===== config.mk =====
export PLATFORM = sky130hd
export DESIGN_NAME = reg_file_dump_reader
export DESIGN_NICKNAME = d
export VERILOG_FILES = /design/src/rtl/reg_file_dump_reader.sv
export SDC_FILE = /design/constraint.sdc
export NUM_CORES = 1
export LEC_CHECK = 0
export ABC_AREA = 1
export CAP_MARGIN = 40
export CORE_MARGIN = 10
export CORE_UTILIZATION = 42
export CTS_CLUSTER_DIAMETER = 200
export DETAILED_ROUTE_END_ITERATION = 16
export MAX_ROUTING_LAYER = met4
export PLACE_DENSITY = 0.78
export SYNTH_ARGS = -nofsm -noshare
export SYNTH_HDL_FRONTEND = slang
export SYNTH_SLANG_ARGS = --single-unit

===== constraint.sdc =====
create_clock -name clk -period 2.4 [get_ports clk]
set_clock_uncertainty 0.05 [all_clocks]
set_input_delay 0.48 -clock clk [delete_from_list [all_inputs] [get_ports clk]]
set_output_delay 0.48 -clock clk [all_outputs]
set_load 0.1 [all_outputs]

===== src/rtl/reg_file_dump_reader.sv =====
// Debug reader that walks the register file read port and streams each word
// on a valid/ready output while keeping a running XOR checksum.
module reg_file_dump_reader #(
  parameter int ADDR_W = 5,
  parameter int DATA_W = 32,
  parameter int DEPTH  = 32
) (
  input  logic              clk,
  input  logic              rst,
  input  logic              start,
  input  logic              single,
  input  logic [ADDR_W-1:0] sel_addr,
  input  logic              abort,
  output logic [ADDR_W-1:0] rd_addr,
  input  logic [DATA_W-1:0] rd_data,
  output logic              out_valid,
  input  logic              out_ready,
  output logic [ADDR_W-1:0] out_addr,
  output logic [DATA_W-1:0] out_data,
  output logic              busy,
  output logic              done,
  output logic [DATA_W-1:0] checksum
);

  typedef enum logic [1:0] {
    IDLE,
    SAMPLE,
    SEND,
    DONE
  } state_e;

  localparam logic [ADDR_W-1:0] LAST_ADDR = ADDR_W'(DEPTH - 1);

  state_e            state_q, state_d;
  logic [ADDR_W-1:0] rd_addr_q, rd_addr_d;
  logic [ADDR_W-1:0] out_addr_q, out_addr_d;
  logic [DATA_W-1:0] out_data_q, out_data_d;
  logic [DATA_W-1:0] checksum_q, checksum_d;
  logic              single_q, single_d;
  logic              last_word;

  assign last_word = single_q || (rd_addr_q == LAST_ADDR);

  always_comb begin
    state_d    = state_q;
    rd_addr_d  = rd_addr_q;
    out_addr_d = out_addr_q;
    out_data_d = out_data_q;
    checksum_d = checksum_q;
    single_d   = single_q;
    unique case (state_q)
      IDLE: begin
        if (start) begin
          rd_addr_d  = single ? sel_addr : '0;
          single_d   = single;
          checksum_d = '0;
          state_d    = SAMPLE;
        end
      end
      SAMPLE: begin
        // x0 is architecturally zero whatever the array holds
        out_data_d = (rd_addr_q == '0) ? '0 : rd_data;
        out_addr_d = rd_addr_q;
        state_d    = abort ? IDLE : SEND;
      end
      SEND: begin
        if (out_ready) begin
          checksum_d = checksum_q ^ out_data_q;
        end
        if (abort) begin
          state_d = IDLE;
        end else if (out_ready) begin
          if (last_word) begin
            state_d = DONE;
          end else begin
            rd_addr_d = rd_addr_q + 1'b1;
            state_d   = SAMPLE;
          end
        end
      end
      DONE: begin
        state_d = IDLE;
      end
      default: begin
        state_d = IDLE;
      end
    endcase
  end

  always_ff @(posedge clk or posedge rst) begin
    if (rst) begin
      state_q    <= IDLE;
      rd_addr_q  <= '0;
      out_addr_q <= '0;
      out_data_q <= '0;
      checksum_q <= '0;
      single_q   <= 1'b0;
    end else begin
      state_q    <= state_d;
      rd_addr_q  <= rd_addr_d;
      out_addr_q <= out_addr_d;
      out_data_q <= out_data_d;
      checksum_q <= checksum_d;
      single_q   <= single_d;
    end
  end

  assign rd_addr   = rd_addr_q;
  assign out_valid = (state_q == SEND);
  assign out_addr  = out_addr_q;
  assign out_data  = out_data_q;
  assign busy      = (state_q != IDLE);
  assign done      = (state_q == DONE);
  assign checksum  = checksum_q;

endmodule


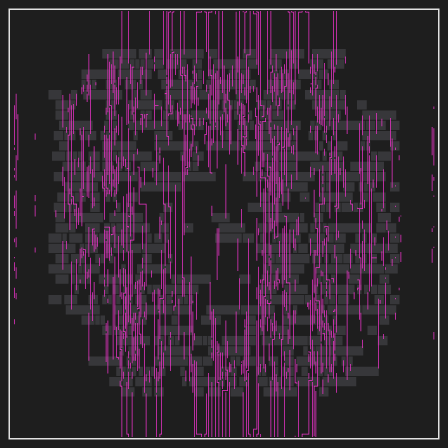
(met2 routing)
main direction: vertical
nets with wire on the layer: 461
longest straight run: 36.0 um
GR Util met2: 27.6%
via count: 3250
WL final: 10400 um

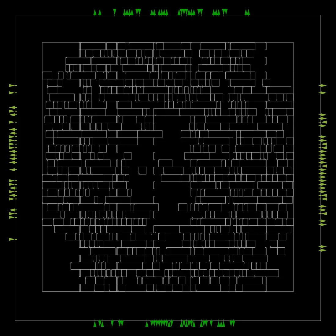
(placed standard cells)
register fraction of the total cell area: 38.3%
registers: 77
Finished Layout Cells: 670
fin util: 58.3%
tap cells: 108

==> impl_metrics.csv <==
group,metric,value,unit
final_timing,hold_slack,0.445,ns
cts,cts_tree,"done",
hold_path,holdCritStartpoint,"out_addr[3]$_DFFE_PP0N_",
final_layout,final_layout_top_logic_cells,"nand2_1, buf_4, dfrtp_1",
synth,top_logic_kind,"simple AND/OR/NAND/NOR gates",
final_layout,diodes,0,
global_routing,grt_pass1_wl,17300,um
hold_path,whs_path_depth,2,
cts,cts_sinks,77,
worst_setup_path,worst_setup_path_start_kind,"flip-flop",
routing,first_pass_iters,4,
routing,top_layer,"met4",
global_routing,grt_use_met3,3.88,%
worst_setup_path,required,1.87,ns
placed_design,io_buffer_count,119,
worst_setup_path,r2r_end,"checksum[14]$_DFFE_PP0P_",
cts,post_cts_buffers,0,
synth,yosysTopAreaCell,"dfrtp_1",
synth,synth-compound-area-share,6.84,%
global_routing,grt_use_met1,19.9,%
routing,drc_errors,0,
final_timing,slew_viol_final,0,
final_timing,rsz0062_at_grt,"false",
synth,yosys_warnings,0,
worst_setup_path,cp_slowest_cell,"dfrtp_1",
final_timing,hold_viol,0,
synth,async_flop_share,100,%
synth,synth_top_area_share,52.4,%
final_layout,lay_top_count,"nand2_1",
synth,common_cells,"nand2_1, dfrtp_1, nor2_1",
final_layout,logic_gate_count,328,
worst_setup_path,crit_buf_inv,3,
global_routing,antenna_found_initial,0,
status,status,"completed",
synth,yosys_cells,443,
run,cap_violations,0,
placed_design,gp_congestion,0.766,
routing,wl_per_cell,15.6,um
placed_design,place_hpwl,7460,um
placed_design,dp_cells,655,
routing,met3_length,592,um
run,tool_warnings,27,
worst_setup_path,worst-path-max-fanout,27,
worst_setup_path,crit_type,"reg2out",
cts,htreeDepth,3,
final_layout,seq_area,0.00193,mm2
floorplanning,fp-utilization,42.6,%
cts,cts_buffers,9,
final_layout,clock_buffers,11,
final_layout,area_growth,36.9,%
final_timing,finalClockPeriodUsage,92.1,%
synth,edf_count,0,
synth,netlist_instances,443,
floorplanning,die_y,114,um
floorplanning,ios,120,
global_routing,overflow,0,
floorplanning,die-area,0.0129,mm2
worst_setup_path,cp_top_family,"buffers and inverters",
worst_setup_path,cp.arrival,1.68,ns
synth,ys_sh_xor,7.62,%
final_layout,clock_area_share,4.25,%
synth,synthSimpleGateAreaFrac,27.0,%
final_timing,finalCriticalPeriod,2.21,ns
final_timing,slew_headroom,51.1,%
routing,wl_met2,5360,um
placed_design,dp_slack,0.333,ns
cts,cts.clk_slew.worst_paths,0.07,ns
synth,synth_chip_area,0.00368,mm2
global_routing,grt_pass1_vias,3380,
